### The metal 2 layer, run 1

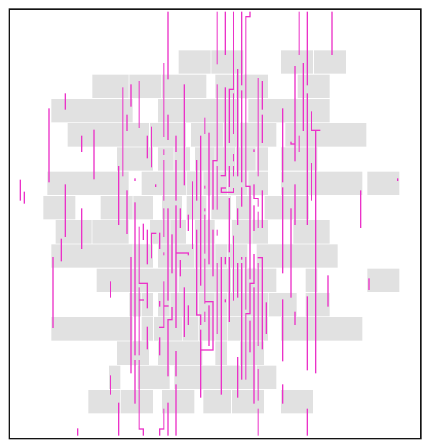
### Track usage over the die, run 1

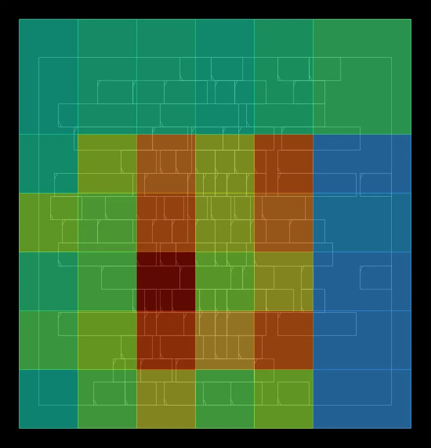
### Wiring by layer, run 1

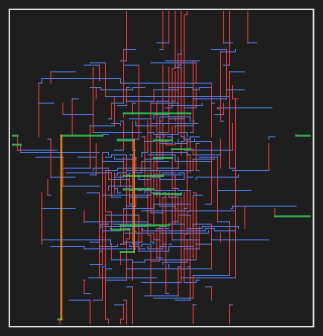
### Signal wires on met3, run 1

Bar = 10 µm.
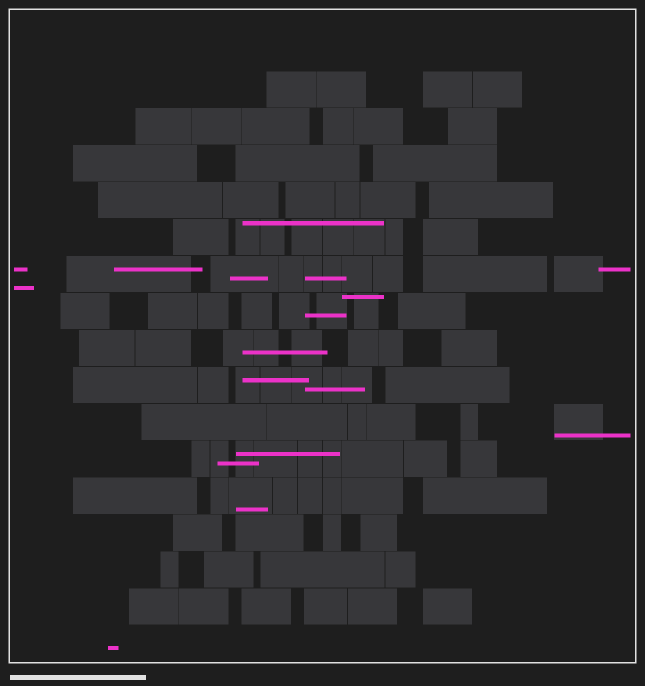
[src/rtl/one_n_demux_if.sv]
// Bus bundle for one_n_demux: control/data inputs and the registered lane bank.
// The optional par signal exists only when ONE_N_DEMUX_PARITY_EN is defined.
interface one_n_demux_if #(
    parameter int N = 3,
    parameter int P = 2 ** N
);
    logic         start;
    logic         din_valid;
    logic         din;
    logic [N-1:0] sel;
    logic [P-1:0] out;
    logic         busy;
    logic         done;
    logic [N-1:0] cnt;
`ifdef ONE_N_DEMUX_PARITY_EN
    logic         par;
`endif

    // Stimulus side: drives requests and data, observes the lane bank.
    modport master (
        output start,
        output din_valid,
        output din,
        output sel,
        input  out,
        input  busy,
        input  done,
`ifdef ONE_N_DEMUX_PARITY_EN
        input  par,
`endif
        input  cnt
    );

    // Demux side.
    modport slave (
        input  start,
        input  din_valid,
        input  din,
        input  sel,
        output out,
        output busy,
        output done,
`ifdef ONE_N_DEMUX_PARITY_EN
        output par,
`endif
        output cnt
    );
endinterface

[src/rtl/one_n_demux.sv]
// 1-to-P serial demux with a registered lane bank.
// Direct mode (IDLE): each valid bit lands in lane sel.
// Frame mode (FILL): valid bits fill lanes 0..P-1 in order, then DONE pulses for one cycle.
// Optional feature: define ONE_N_DEMUX_PARITY_EN to add a registered XOR-reduction output par.
module one_n_demux #(
    parameter int N = 3,
    parameter int P = 2 ** N
) (
    input  logic         clk,
    input  logic         rst,
    one_n_demux_if.slave bus
);

    typedef enum logic [1:0] {
        StIdle,
        StFill,
        StDone
    } state_e;

    localparam logic [N-1:0] CntLast = N'(P - 1);
    localparam logic [N-1:0] CntOne  = N'(1);

    state_e       state_q, state_d;
    logic [P-1:0] out_q, out_d;
    logic [N-1:0] cnt_q, cnt_d;

    // Next-state and lane-write decode; start only takes effect from IDLE.
    always_comb begin
        state_d = state_q;
        out_d   = out_q;
        cnt_d   = cnt_q;
        case (state_q)
            StIdle: begin
                if (bus.start) begin
                    state_d = StFill;
                    cnt_d   = '0;
                end else if (bus.din_valid) begin
                    out_d[bus.sel] = bus.din;
                end
            end
            StFill: begin
                if (bus.din_valid) begin
                    out_d[cnt_q] = bus.din;
                    if (cnt_q == CntLast) begin
                        cnt_d   = '0;
                        state_d = StDone;
                    end else begin
                        cnt_d = cnt_q + CntOne;
                    end
                end
            end
            StDone: begin
                state_d = StIdle;
            end
            default: begin
                state_d = StIdle;
            end
        endcase
    end

    // State, lane bank and frame index registers.
    always_ff @(posedge clk or posedge rst) begin
        if (rst) begin
            state_q <= StIdle;
            out_q   <= '0;
            cnt_q   <= '0;
        end else begin
            state_q <= state_d;
            out_q   <= out_d;
            cnt_q   <= cnt_d;
        end
    end

    assign bus.out  = out_q;
    assign bus.cnt  = cnt_q;
    assign bus.busy = (state_q == StFill);
    assign bus.done = (state_q == StDone);

`ifdef ONE_N_DEMUX_PARITY_EN
    logic par_q, par_d;

    // Parity tracks the next lane bank so it changes on the same edge as out.
    always_comb begin
        par_d = ^out_d;
    end

    // Parity register.
    always_ff @(posedge clk or posedge rst) begin
        if (rst) begin
            par_q <= 1'b0;
        end else begin
            par_q <= par_d;
        end
    end

    assign bus.par = par_q;
`endif

endmodule
[src/flat_wrapper.sv]
// flat-port wrapper written by rule: the top's interface ports become plain ports
module one_n_demux_flat 
#(
    parameter int N = 3,
    parameter int P = 2 ** N
)
  (clk, rst, bus_start, bus_din_valid, bus_din, bus_sel, bus_out, bus_busy, bus_done, bus_cnt);
  one_n_demux_if #(.N(N), .P(P)) bus_i ();
  input  logic clk;
  input  logic rst;
  input wire logic [$bits(bus_i.start)-1:0] bus_start;
  input wire logic [$bits(bus_i.din_valid)-1:0] bus_din_valid;
  input wire logic [$bits(bus_i.din)-1:0] bus_din;
  input wire logic [$bits(bus_i.sel)-1:0] bus_sel;
  output wire logic [$bits(bus_i.out)-1:0] bus_out;
  output wire logic [$bits(bus_i.busy)-1:0] bus_busy;
  output wire logic [$bits(bus_i.done)-1:0] bus_done;
  output wire logic [$bits(bus_i.cnt)-1:0] bus_cnt;
  assign bus_i.start = bus_start;
  assign bus_i.din_valid = bus_din_valid;
  assign bus_i.din = bus_din;
  assign bus_i.sel = bus_sel;
  assign bus_out = bus_i.out;
  assign bus_busy = bus_i.busy;
  assign bus_done = bus_i.done;
  assign bus_cnt = bus_i.cnt;
  one_n_demux #(.N(N), .P(P)) u_core (.clk(clk), .rst(rst), .bus(bus_i));
endmodule
[config.mk]
export PLATFORM = sky130hd
export DESIGN_NAME = one_n_demux_flat
export DESIGN_NICKNAME = d
export VERILOG_FILES = /design/src/rtl/one_n_demux_if.sv /design/src/rtl/one_n_demux.sv /design/src/flat_wrapper.sv
export SDC_FILE = /design/constraint.sdc
export NUM_CORES = 1
export LEC_CHECK = 0
export CORE_AREA = 2 2 44 46
export CTS_BUF_LIST = sky130_fd_sc_hd__clkbuf_8
export CTS_CLUSTER_DIAMETER = 40
export DETAILED_ROUTE_END_ITERATION = 10
export DIE_AREA = 0 0 46 48
export PLACE_DENSITY = 0.75
export SKIP_LAST_GASP = 1
export SYNTH_ARGS = -nofsm -noshare
export SYNTH_HDL_FRONTEND = slang
export SYNTH_SLANG_ARGS = --single-unit
[constraint.sdc]
create_clock -name clk -period 2.53 [get_ports clk]
set_input_delay 0.253 -clock clk [delete_from_list [all_inputs] [get_ports clk]]
set_output_delay 0.253 -clock clk [all_outputs]
set_load 0.02 [all_outputs]
==> GITHUB_STEP_SUMMARY, run 1 <==
### Flow metrics

| Metric | Value |
|---|---|
| Status | completed |
| Floorplan Nets | ~86 |
| Setup crit end | bus_busy |
| Simple Share, Synth | around an eighth |
| Total die size | 0.00221 mm² |
| Met1 wire length | ~750 µm |
| Crit path max-delay cell type | dfrtp_1 |
| Sequential share of power | 32.8% |
| Worst Max-Slew Pin Slew | 0.585 ns |
| Crit-path leading delay family | flip-flops |
| Antenna Cells | 0 |
| Yosys Instances | 76 |
| CTS Buf Count | 3 |
| LEAKAGE | between 0.4 and 0.5 nW |
| Synth Area in Adders | 3.27% |
| Total negative setup slack | 0 ns |
| CP Max Fanout | 16 |
| Sequential cell area | 325 µm² |
| Nonclk buf count | 20 |
| First-pass GRT wire length | 2.62 mm |
| # setup viols final | 0 |
| Worst EP required | 2.28 ns |
| RR Endpoint | u_core.bus.out[0]$_DFFE_PP0P_ |
| Hold bufs inserted after CTS | 0 |
| Clock Latency Late Sink | 0.24 ns |
| # DRC | 0 |
| Top class by area | combinational gates |
| Initial DRC count | 20 |
| Top sig layer | met4 |
| Unique cell types | 19 |
| Vias/cell | 5.82 |
| Reg-to-reg startpoint | u_core.state_q[0]$_DFFE_PP0P_ |
| Mapped Cells | around 76 |
| Max Fclk | 0.483 GHz |
| Clock power share | 14.3% |
| Root buf cell | clkbuf_8 |
| Fin crit period | 2.07 ns |
| Fin. Hold Viols | 0 |
| Combinational share of cell area | 37.7% |
| Top Layout Cells | clkdlybuf4s50_1 (20), a31oi_1 (17), dfrtp_1 (13), inv_1 (10), nor3_1 (8) |
| Site Rows | 15 |
| Sequential cell area share | 32.4% |
| Worst path depth | 3 |
| Io pins | 21 |
| Worst r2r path cells | 3 |
| Clock transition at the registers of the reported paths | roughly 0.050 ns |
| Layout cells sized above 1 | between 10% and 20% |
| Number of H-tree levels | 1 |
| Flops | 13 |
| Unrepaired setup endpoints after global routing | false |
| Switch Pwr | 0.512 mW |
| Final Max Slew Viols | 0 |
| ANT nets after route | 0 |
| Worst Skew | 0.00146 ns |
| Fin crit share | 81.8% |
| Area growth, synth to finish | 31.3% |
| Non-Clock Inverter Count | 9 |
| WP buf/inv | 2 |
| Max capacitance violation total | 0 |
| Final weighted congestion in routability-driven placement | 0.768 |
| Die Width | 46 µm |
| # Taps | 17 |
| Clock-cell share | 4.49% |
| Die height | 48 µm |
| Reg2reg setup slack | 0.92 ns |
| Int Power | ~0.75 mW |
| Core box area | 0.00169 mm² |
| Post-synth regs | 13 |
| Post-synth mux share | a little under an eighth |
| # clk buffers | 3 |
| Initial antenna violation count | 0 |
| Comb_multi_in | 51 |
| Wire length on met2 | slightly above 800 µm |
| PwrDens | 1260 mW/mm² |
| Final nets | 108 |
| Synthesized area | 764 µm² |
| CTS tree | built |
| Post-CTS Setup Inserts | 0 |
| Main logic family after synthesis | AND-OR/OR-AND gates |
| Combinational share of power | 52.9% |
| Aoi share | 22.4% |
| CTS sink cnt | 13 |
| Yosys stat area | about 760 µm² |
| Post-synth seq share | 42.6% |
| Fill cells | 137 |
| DP HPWL | 1.21 mm |
| TritonRoute pass-1 iters | 4 |
| Avg Inst Size Synth | a little over 10 µm² |
| Largest net degree at the start of global routing | 17 |
| Logic area | 378 µm² |
| Max_slew headroom | 61.0% |
-- 'The metal 2 layer' (at the start) --
The layer holds 49% of the routed length. The layer carries 810 µm of wire. 92 nets have wire on it. The wires run mostly vertical.
total number of vias: 663
met2 GRT Util: 27.5%
final WL: 1.67 mm

-- 'Track usage over the die' (at the start) --
Routed WL per cell: 14.6 µm
GR Util All Layers: 17.2%
met1 Usage GRT: 21.6%
Global Route met3 Usage: 1.13%
Final Util: 59.4%

-- 'Wiring by layer' (at the start) --
Key: metal 1 = blue [wire length 747 µm]; metal 3 = green [wire length 63.5 µm]; metal 4 = orange [wire length 44.9 µm]; metal 2 = red [wire length 810 µm]

-- 'Signal wires on met3' (at the start) --
The wires run mostly horizontal. The layer holds 3.8% of the routed length. The layer carries 63.5 µm of wire.

## run 1: power groups by stage
stage	combinational [mW]	sequential (mW)	clock (mW)
final	0.671	0.415	0.181
after global routing	0.727	0.431	0.192
after CTS	0.672	0.413	0.183
after detailed placement	0.668	0.417	0
after global placement	0.663	0.411	0
after floorplan	0.351	0.487	0
## run 1: stage by stage
| stage | setup WS (ns) | total power [mW] | cells | area (µm²) | hold WS, ns |
|---|---|---|---|---|---|
| after floorplan | 1.12 | 0.838 | 76 | 764 | 0.130 |
| after global placement | 0.691 | 1.07 | 110 | 958 | 0.468 |
| after detailed placement | 0.648 | 1.09 | 110 | 958 | 0.483 |
| after CTS | 0.479 | 1.27 | 114 | 1000 | 0.354 |
| after global routing | 0.371 | 1.35 | 114 | 1000 | 0.397 |
| final | 0.461 | 1.27 | 114 | 1000 | 0.332 |
## run 1: synth_stat cells
cell type	instances	area, µm²
ha_1	2	25.0
and2b_2	1	8.76
dfrtp_1	13	325
o21ai_4	1	16.3
buf_2	1	5.00
nand2_1	3	11.3
and3_2	1	7.51
nor2_1	1	3.75
o21ai_0	3	15.0
inv_1	9	33.8
o21bai_1	1	7.51
mux2_1	1	11.3
a22o_1	3	26.3
mux2_2	7	78.8
nand2b_4	1	13.8
a31oi_1	17	106
nor3_1	8	40.0
nor2b_1	1	6.26
buf_6	2	22.5
## run 1: cell families (layout without fill, tap and decap cells)
family,after synthesis,count (layout)
multiplexers,8,8
adder cells (fa/ha/maj),2,2
flip-flops,13,13
AND-OR/OR-AND,25,25
AND/OR/NAND/NOR,16,16
buffers and inverters,12,33
## run 1: worst reg2reg max path, delay by kind of cell (launching register included)
family,cells,cell delay (ns)
flops,1,0.71
mux,1,0.36
simple gates,1,0.27
compound gates,1,0.15
### Clock network drawn from the DEF, run 1

Bar = 10 µm.
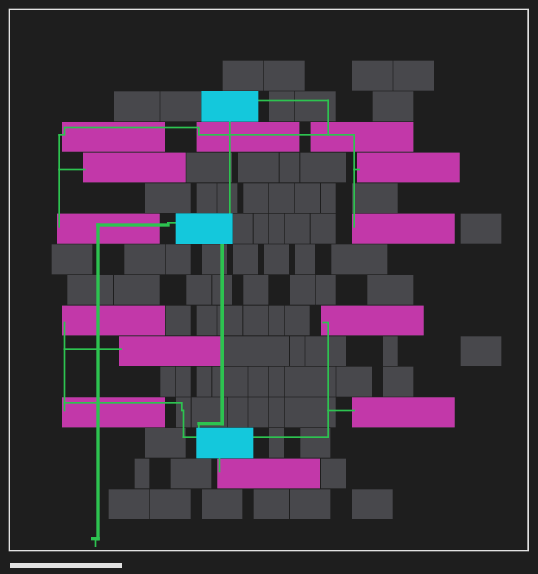

==> inputs of run 2 (changes only) <==
- CORE_AREA: 2 2 44 46 -> 2 2 45 47
- DIE_AREA: 0 0 46 48 -> 0 0 47 49
- clock period: 2.53 -> 1.8 ns (I/O delays scaled with it)
### Clock network drawn from the DEF, run 2

Bar = 10 µm.
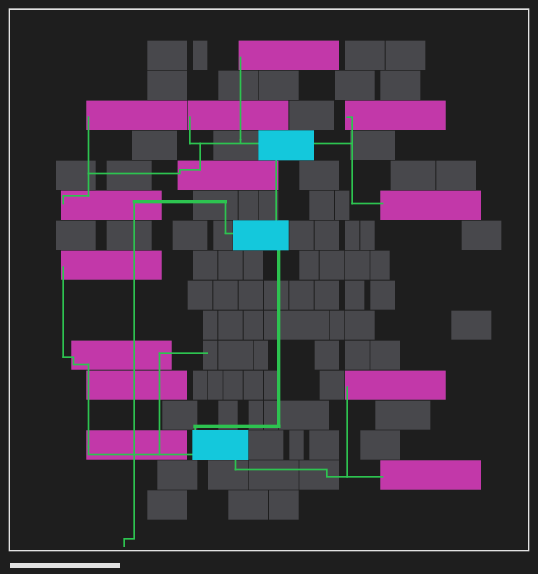
Key: flip-flops = magenta [count 13]; clock drivers = cyan [count 3]; clock wires = green [length 210 µm]
There are 4 routed clock nets.

### Signal wires on met3, run 2

Bar = 10 µm.
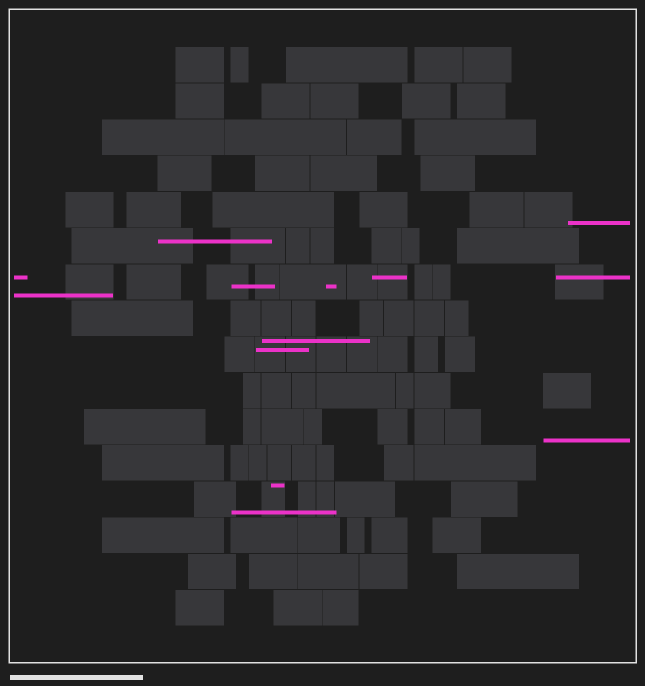
The wires run mostly horizontal. 11 nets have wire on it. The layer holds 3.3% of the routed length. The layer carries 57.3 µm of wire.

==> run 2 against run 1 <==
  * Global-route usage fell by 0.085 points
  * Register-to-register slack worse by 0.63 ns
  * Highest routed layer unchanged
  * Largest power group unchanged
  * Critical path depth unchanged
  * Clock skew increased by 0.0014 ns
  * Power increased by 41%
==> GITHUB_STEP_SUMMARY, run 2 <==
### Flow metrics

| Metric | Value |
|---|---|
| Status | completed |
| Clock transition at the registers of the reported paths | 0.06 ns (about the same) |
| Worst Max-Slew Pin Slew | 0.503 ns (-0.0824 ns) |
| Total number of vias | 680 (+2.6%) |
| Mapped Cells | 76 (unchanged) |
| Crit path arrival time | about 1.5 ns |
| Avg Inst Size Synth | 10.1 µm² (unchanged) |
| WP buf/inv | 2 (unchanged) |
| Switch Pwr | 0.720 mW (+41%) |
| Core box area | 0.00184 mm² (+9.0%) |
| Number of global-route vias before repair | 640 |
| TritonRoute pass-1 iters | 5 (+1) |
| Final cell count without fillers | 126 (+11%) |
| CTS resizes | 0 |
| Grt total ovfl | 0 |
| Final Instance Area | 0.00103 mm² (+2.7%) |
| LEAKAGE | 0.440 nW (+2.1%) |
| Final Max Slew Viols | 0 (unchanged) |
| Synth Flop Type | dfrtp_1 |
| Setup crit end | bus_busy |
| Clock Latency Late Sink | 0.24 ns (about the same) |
| Synth warn | 0 |
| Unrepaired setup endpoints after global routing | false |
| Io pins | 21 (unchanged) |
| PwrDens | 1740 mW/mm² (+38%) |
| Worst r2r path cells | 4 (+1) |
| Routed WL per cell | 13.7 µm (-6.2%) |
| Switch share | around 40% |
| Fin. Hold Viols | 0 (unchanged) |
| Hold bufs inserted after CTS | 0 (unchanged) |
| Crit-path leading delay family | buffers and inverters |
| Tool warnings | 26 |
| HP Class | in -> async |
| Initial antenna violation count | 0 (unchanged) |
| Initial DRC count | 24 (+20%) |
| Root buf cell | clkbuf_8 |
| Top cells by area | dfrtp_1 (43%), a31oi_1 (14%), mux2_2 (10%), nor3_1 (5.2%), inv_1 (4.4%) |
| Fin crit period | approximately 1.7 ns |
| CP Launch Type | flop |
| Placed Area | 986 µm² (+2.9%) |
| Top Layout Cells | clkdlybuf4s50_1 (20), a31oi_1 (17), dfrtp_1 (13), inv_1 (10), nor3_1 (8) |
| Worst setup EP type | output pin |
| Critical path class | reg -> out |
| Port Buffers | 20 |
| Int Power | 1.07 mW (+42%) |
| Unique cell types | 19 (unchanged) |
| ANT nets after route | 0 (unchanged) |
| DP HPWL | 1.23 mm (+1.7%) |
| Post-synth seq share | 42.6% (unchanged) |
| Final weighted congestion in routability-driven placement | 0.777 (+1.2%) |
| Largest register FFs | 8 |
| Worst vdd ir | 0.796 mV |
| Layout cells sized above 1 | 16.2% (+1.7 points) |
| First-pass GRT wire length | 2.85 mm (+8.7%) |
| Synthesized area | 764 µm² (unchanged) |
| CTS Buf Count | 3 (unchanged) |
| GR Util All Layers | 17.2% (-0.085 points) |
| Sequential share of power | 30.8% (-2.0 points) |
| Reg2reg setup slack | 0.29 ns (-0.63 ns) |
| Die height | 49 µm (+2.1%) |
| Largest net degree at the start of global routing | 14 (-3) |
| Reg-to-reg startpoint | u_core.state_q[1]$_DFFE_PP0P_ |
| Flip-flops with a built-in enable | 0 (unchanged) |
| Antenna Cells | 0 (unchanged) |
| Max capacitance violation total | 0 (unchanged) |
| Area growth, synth to finish | 34.9% |
| Clock buffer depth | 2 |
| Die Width | 47 µm (+2.2%) |
| RR Endpoint | u_core.bus.out[2]$_DFFE_PP0P_ |
| Crit. Startpoint | u_core.state_q[1]$_DFFE_PP0P_ |
| Total negative setup slack | 0 ns (unchanged) |
| # setup viols final | 0 (unchanged) |
| Post-synth regs | 13 (unchanged) |
| Final Util | 56.0% (-3.4 points) |
| Yosys stat area | 764 µm² (unchanged) |
| Fin crit share | 93.9% |
| Tot Pwr | 1.79 mW (+41%) |
| Number of H-tree levels | 1 (unchanged) |
| Floorplan Nets | 86 (unchanged) |
| Max-area cell share | 42.6% (unchanged) |
| Cells after DPL | 122 (+11%) |
| CP Max Fanout | 9 (-7) |
| Worst path depth | 3 (unchanged) |
| Yosys Instances | 76 (unchanged) |
| Worst EP required | 1.62 ns (-0.66 ns) |
| CP cell instances | nand2b_4 > inv_1 > clkdlybuf4s50_1 |
| Highest-count logic cell in the final layout | clkdlybuf4s50_1 |
| Site Rows | 16 (+1) |
| Initial core utilization | 41.5% |
| CTS sink cnt | 13 (unchanged) |
| Max Fclk | 0.592 GHz |
| Worst stage delay on the critical path | 0.59 ns |
| Vias/cell | 5.40 (-7.2%) |
| Crit path max-delay cell type | clkdlybuf4s50_1 |
| Synth cell count leaders | a31oi_1 (17), dfrtp_1 (13), inv_1 (9), nor3_1 (8), mux2_2 (7) |
| Post-CTS Setup Inserts | 0 (unchanged) |
| Area leader, netlist | dfrtp_1 |
| Count leader, synth | a31oi_1 |
| Combinational share of power | 55.0% (+2.1 points) |
| # DRC | 0 (unchanged) |
| Final WL | 1.73 mm (+3.7%) |
| Worst Skew | 0.00290 ns (+0.00144 ns) |
| Post-synthesis async set-or-reset flop share | 100% (unchanged) |
| CTS tree | built |
| Final nets | 110 (+1.9%) |
| Max_slew headroom | 66.4% (+5.5 points) |
| Total die size | 0.00230 mm² (+4.3%) |
| Clock power share | 14.2% (about the same) |
## run 2: cell counts after synthesis
No cell type changed its count.
## run 2: metrics by stage
stage | hold slack, ns | worst slack, ns
detailed placement | 0.477 | 0.113
CTS | 0.278 | 0.101
floorplan | 0.0570 | 0.394
global route | 0.303 | 0.0465
finish | 0.261 | 0.110
global placement | 0.470 | 0.115
## run 2: logic make-up (layout without fill, tap and decap cells)
logic type | count (synthesis) | count (layout) | synth area share, %
compound gates | 25 | 25 | 22.4
simple gates | 16 | 16 | 11.9
flops | 13 | 13 | 42.6
buf+inv | 12 | 35 | 8.02
mux | 8 | 8 | 11.8
fa+ha+maj | 2 | 2 | 3.27
## run 2: worst reg2reg max path: cells and delay by family (launching register included)
kind            cells  cell delay, ns
compound gates      1            0.10
flops               1            0.41
mux                 1            0.36
simple gates        2            0.53
## run 2: area by class of cell
type                       instances  area, µm²
sequential                        13        325
inverter                           9       33.8
multi-input combinational         51        378
timing repair buffer              22        215
clock buffer                       3       41.3
tap                               27       33.8
fill                             161        811
clock inverter                     1       3.75
## run 2: power by group through the flow
stage,registers [mW],logic [mW],clock network (mW)
finish,0.552,0.985,0.255
CTS,0.553,0.987,0.265
global route,0.573,1.07,0.277
global placement,0.552,0.965,0
floorplan,0.684,0.494,0
detailed placement,0.557,0.976,0
## run 2: routing by layer
| layer | share of wire [%] | global-route usage [%] | up-vias |
|---|---|---|---|
| li1 | - | - | 328 |
| met1 | 45 | 23.6 | 330 |
| met2 | 50 | 22.1 | 18 |
| met3 | 3.3 | 3.33 | 4 |
| met4 | 1.8 | 14.4 | 0 |
| met5 | 0 | 0 | - |
### The metal 2 layer, run 2

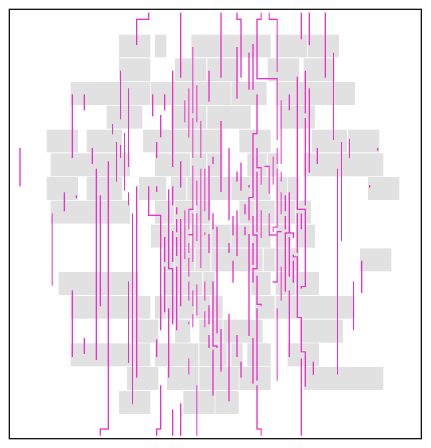

==> inputs of run 3 (changes only) <==
- ABC_AREA: unset -> 1
- CORE_AREA: 2 2 45 47 -> 2 2 52 54
- DIE_AREA: 0 0 47 49 -> 0 0 54 56
- GPL_TIMING_DRIVEN: unset -> 0
- PLACE_DENSITY: 0.75 -> 0.73
### The metal 2 layer, run 3

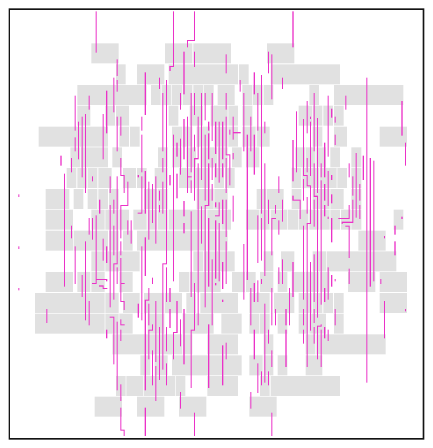
The layer holds 46% of the routed length. The longest straight run is 39.8 µm. The wires run mostly vertical. The layer carries 1270 µm of wire. 167 nets have wire on it.

### Clock network drawn from the DEF, run 3

Bar = 20 µm.
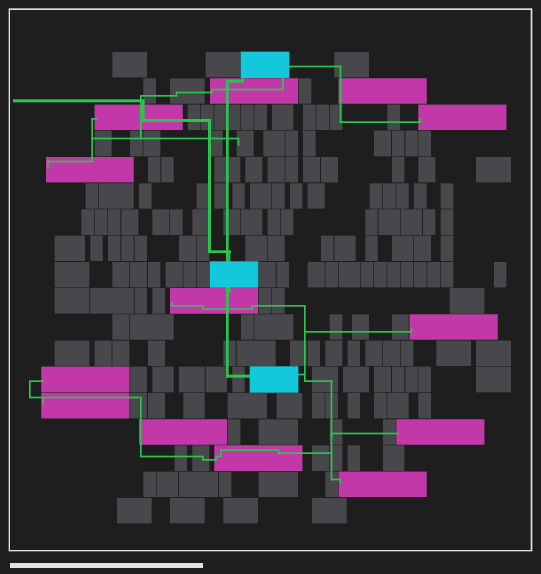
Key: flip-flops = magenta [count 13]; clock wires = green [length 258 µm]; clock drivers = cyan [count 3]
There are 4 routed clock nets. Position of the flops: all over the die.
Worst Skew: 0.00772 ns
clock power share: 13.7%

==> run 3 against run 2 <==
  * Cell count up 79%
  * Global-route usage up 3.7 points
  * Non-clock buffer count up 4
  * Area after synthesis up 43%
  * Maximum frequency up 2.2%
  * Worst hold slack about the same
  * Critical endpoint is now bus_done
  * Largest power group unchanged
  * Highest routed layer unchanged
==> GITHUB_STEP_SUMMARY, run 3 <==
### Flow metrics

| Metric | Value |
|---|---|
| Critical path class | reg -> out |
| Synthesized area | 0.00109 mm² (+43%) |
| Worst Max-Slew Pin Slew | 0.540 ns (+0.0370 ns) |
| Die height | 56 µm (+14%) |
| Worst vdd ir | 0.977 mV (+23%) |
| Grt total ovfl | 0 (unchanged) |
| Switch Pwr | 0.994 mW (+38%) |
| Number of H-tree levels | 1 (unchanged) |
| Worst EP required | 1.62 ns (about the same) |
| CP cell instances | buf_6 > nor2_1 > clkdlybuf4s50_1 |
| Layout cells sized above 1 | 11.3% (-4.9 points) |
| CTS Buf Count | 3 (unchanged) |
| Top cells by area | dfrtp_1 (30%), nand2_1 (21%), nand3_1 (11%), inv_1 (6.5%), nand4_1 (5.2%) |
| Total negative setup slack | 0 ns (unchanged) |
| Routed WL per cell | 12.4 µm (-9.6%) |
| Final WL | 2.79 mm (+61%) |
| Synth warn | 0 (unchanged) |
| Mapped Cells | 173 (+130%) |
| Initial antenna violation count | 0 (unchanged) |
| Reg-to-reg startpoint | u_core.bus.cnt[1]$_DFFE_PP0P_ |
| Seq. pwr | 0.514 mW (-6.9%) |
| Tot Pwr | 2.06 mW (+15%) |
| Total number of vias | 1202 (+77%) |
| ANT nets after route | 0 (unchanged) |
| First-pass GRT wire length | 4.71 mm (+65%) |
| Clock transition at the registers of the reported paths | 0.07 ns (about the same) |
| RR Endpoint | u_core.bus.cnt[2]$_DFFE_PP0P_ |
| Final nets | 206 (+87%) |
| Fin crit period | 1.65 ns (-0.0358 ns) |
| Post-CTS Setup Inserts | 0 (unchanged) |
| CTS tree | built |
| Max Fclk | 0.604 GHz (+2.2%) |
| # DRC | 0 (unchanged) |
| Post-synth seq share | 29.9% (-13 points) |
| Tool warnings | 26 (unchanged) |
| Highest-count logic cell in the final layout | nand2_1 |
| Total die size | 0.00302 mm² (+31%) |
| CP Launch Type | flop |
| Post-synth regs | 13 (unchanged) |
| Synth Flop Type | dfrtp_1 |
| Max-area cell share | 29.9% (-13 points) |
| Largest net degree at the start of global routing | 14 (unchanged) |
| Crit. Startpoint | u_core.state_q[0]$_DFFE_PP0P_ |
| Site Rows | 18 (+2) |
| Core box area | 0.00243 mm² (+32%) |
| Vias/cell | 5.34 (-1.0%) |
| Final Util | 55.6% (-0.37 points) |
| Flip-flops with a built-in enable | 0 (unchanged) |
| Top Layout Cells | nand2_1 (60), nand3_1 (23), inv_1 (19), clkdlybuf4s50_1 (17), nor2_1 (14) |
| Final Max Slew Viols | 0 (unchanged) |
| Fin. Hold Viols | 0 (unchanged) |
| Crit-path leading delay family | buffers and inverters |
| Clock Latency Late Sink | 0.26 ns (+0.02 ns) |
| LEAKAGE | 0.715 nW (+63%) |
| Int Power | 1.07 mW (-0.50%) |
| Max_slew headroom | 64.0% (-2.5 points) |
| Reg2reg setup slack | 0.49 ns (+0.20 ns) |
| Fin crit share | 91.9% (-2.0 points) |
| Io pins | 21 (unchanged) |
| TritonRoute pass-1 iters | 4 (-1) |
| Yosys stat area | 0.00109 mm² (+43%) |
| Area growth, synth to finish | 24.1% |
| Initial DRC count | 50 (+110%) |
| Avg Inst Size Synth | 6.30 µm² (-37%) |
| Worst stage delay on the critical path | 0.60 ns (about the same) |
| Port Buffers | 18 (-10%) |
| WP buf/inv | 2 (unchanged) |
| Clock buffer depth | 2 (unchanged) |
| Worst setup EP type | output pin |
| Crit path arrival time | 1.47 ns (-0.04 ns) |
| Unrepaired setup endpoints after global routing | false |
| Synth cell count leaders | nand2_1 (60), nand3_1 (23), inv_1 (19), nor2_1 (14), dfrtp_1 (13) |
| DP HPWL | 2.00 mm (+62%) |
| Post-synthesis async set-or-reset flop share | 100% (unchanged) |
| P_clk | 0.283 mW (+11%) |
| Area leader, netlist | dfrtp_1 |
| Initial core utilization | 44.8% (+3.3 points) |
| Largest register FFs | 8 (unchanged) |
| Floorplan Nets | 183 (+110%) |
| Number of global-route vias before repair | 1098 (+72%) |
| Combinational share of power | 61.3% (+6.3 points) |
| PwrDens | 1520 mW/mm² (-12%) |
| Count leader, synth | nand2_1 |
| CP Max Fanout | 8 (-1) |
| Switch share | 48.2% (+8.1 points) |
| Worst r2r path cells | 4 (unchanged) |
| GR Util All Layers | 20.9% (+3.7 points) |
| Power Combinational | 1.26 mW (+28%) |
| Root buf cell | clkbuf_8 |
| Max capacitance violation total | 0 (unchanged) |
| Unique cell types | 22 (+3) |
| # setup viols final | 0 (unchanged) |
| Status | completed |
| Yosys Instances | 173 (+130%) |
| Hold bufs inserted after CTS | 0 (unchanged) |
| Die Width | 54 µm (+15%) |
| CTS resizes | 1 (+1) |
| Crit path max-delay cell type | clkdlybuf4s50_1 |
| Antenna Cells | 0 (unchanged) |
| CTS sink cnt | 13 (unchanged) |
| HP Class | in -> async |
| Sequential share of power | 24.9% (-5.9 points) |
| Final weighted congestion in routability-driven placement | 0.882 (+14%) |
| Biggest consumer | combinational cells |
run 3: cell types whose count changed after synthesis, sizes merged, moves of 7 or more:
cell	before	now
a31oi	17	1
inv	9	21
mux2	8	0
nand2	3	62
nand3	0	23
nand4	0	9
nor2	1	20
nor3	8	1
run 3: area by class of cell:
class / count / area (µm²)
Buffer: 8 / 60.1
Clock buffer: 3 / 41.3
Clock inverter: 1 / 5.00
Fill cell: 250 / 1080
Inverter: 21 / 86.3
Multi-Input combinational cell: 131 / 618
Sequential cell: 13 / 325
Tap cell: 30 / 37.5
Timing Repair Buffer: 18 / 179
run 3: worst max-delay path by stage:
stage	endpoint	slack, ns	depth (start not counted)
5_1_grt	bus_done	0.11	3
3_3_place_gp	bus_busy	0.24	5
3_5_place_dp	bus_busy	0.22	5
4_1_cts	bus_done	0.14	3
2_1_floorplan	u_core.bus.cnt[2]$_DFFE_PP0P_	0.55	4
6_report	bus_done	0.15	3
run 3: per-layer routing:
layer | global-route usage, % | vias up | share of wire, %
met4 | 7.50 | 0 | 1.6
met5 | 0 | - | 0
met1 | 29.0 | 547 | 46
li1 | - | 597 | -
met3 | 2.69 | 5 | 7.1
met2 | 32.4 | 53 | 45
run 3: logic make-up (layout without fill, tap and decap cells):
| kind of cell | count (synthesis) | count (layout) | synth area share [%] |
|---|---|---|---|
| simple gates | 118 | 118 | 49.3 |
| fa+ha+maj | 2 | 2 | 2.30 |
| compound gates | 11 | 11 | 5.17 |
| buf+inv | 29 | 51 | 13.4 |
| flops | 13 | 13 | 29.9 |
run 3: per-stage QoR:
stage               instances  cell area, µm²  worst slack, ns  hold WS (ns)
global route              225            1350            0.108         0.333
global placement          221            1310            0.237         0.462
floorplan                 173            1090            0.553        0.0570
detailed placement        221            1310            0.218         0.474
CTS                       225            1350            0.140         0.302
finish                    225            1350            0.146         0.262
No activity file was given, so power comes from the tool's default toggle rates.
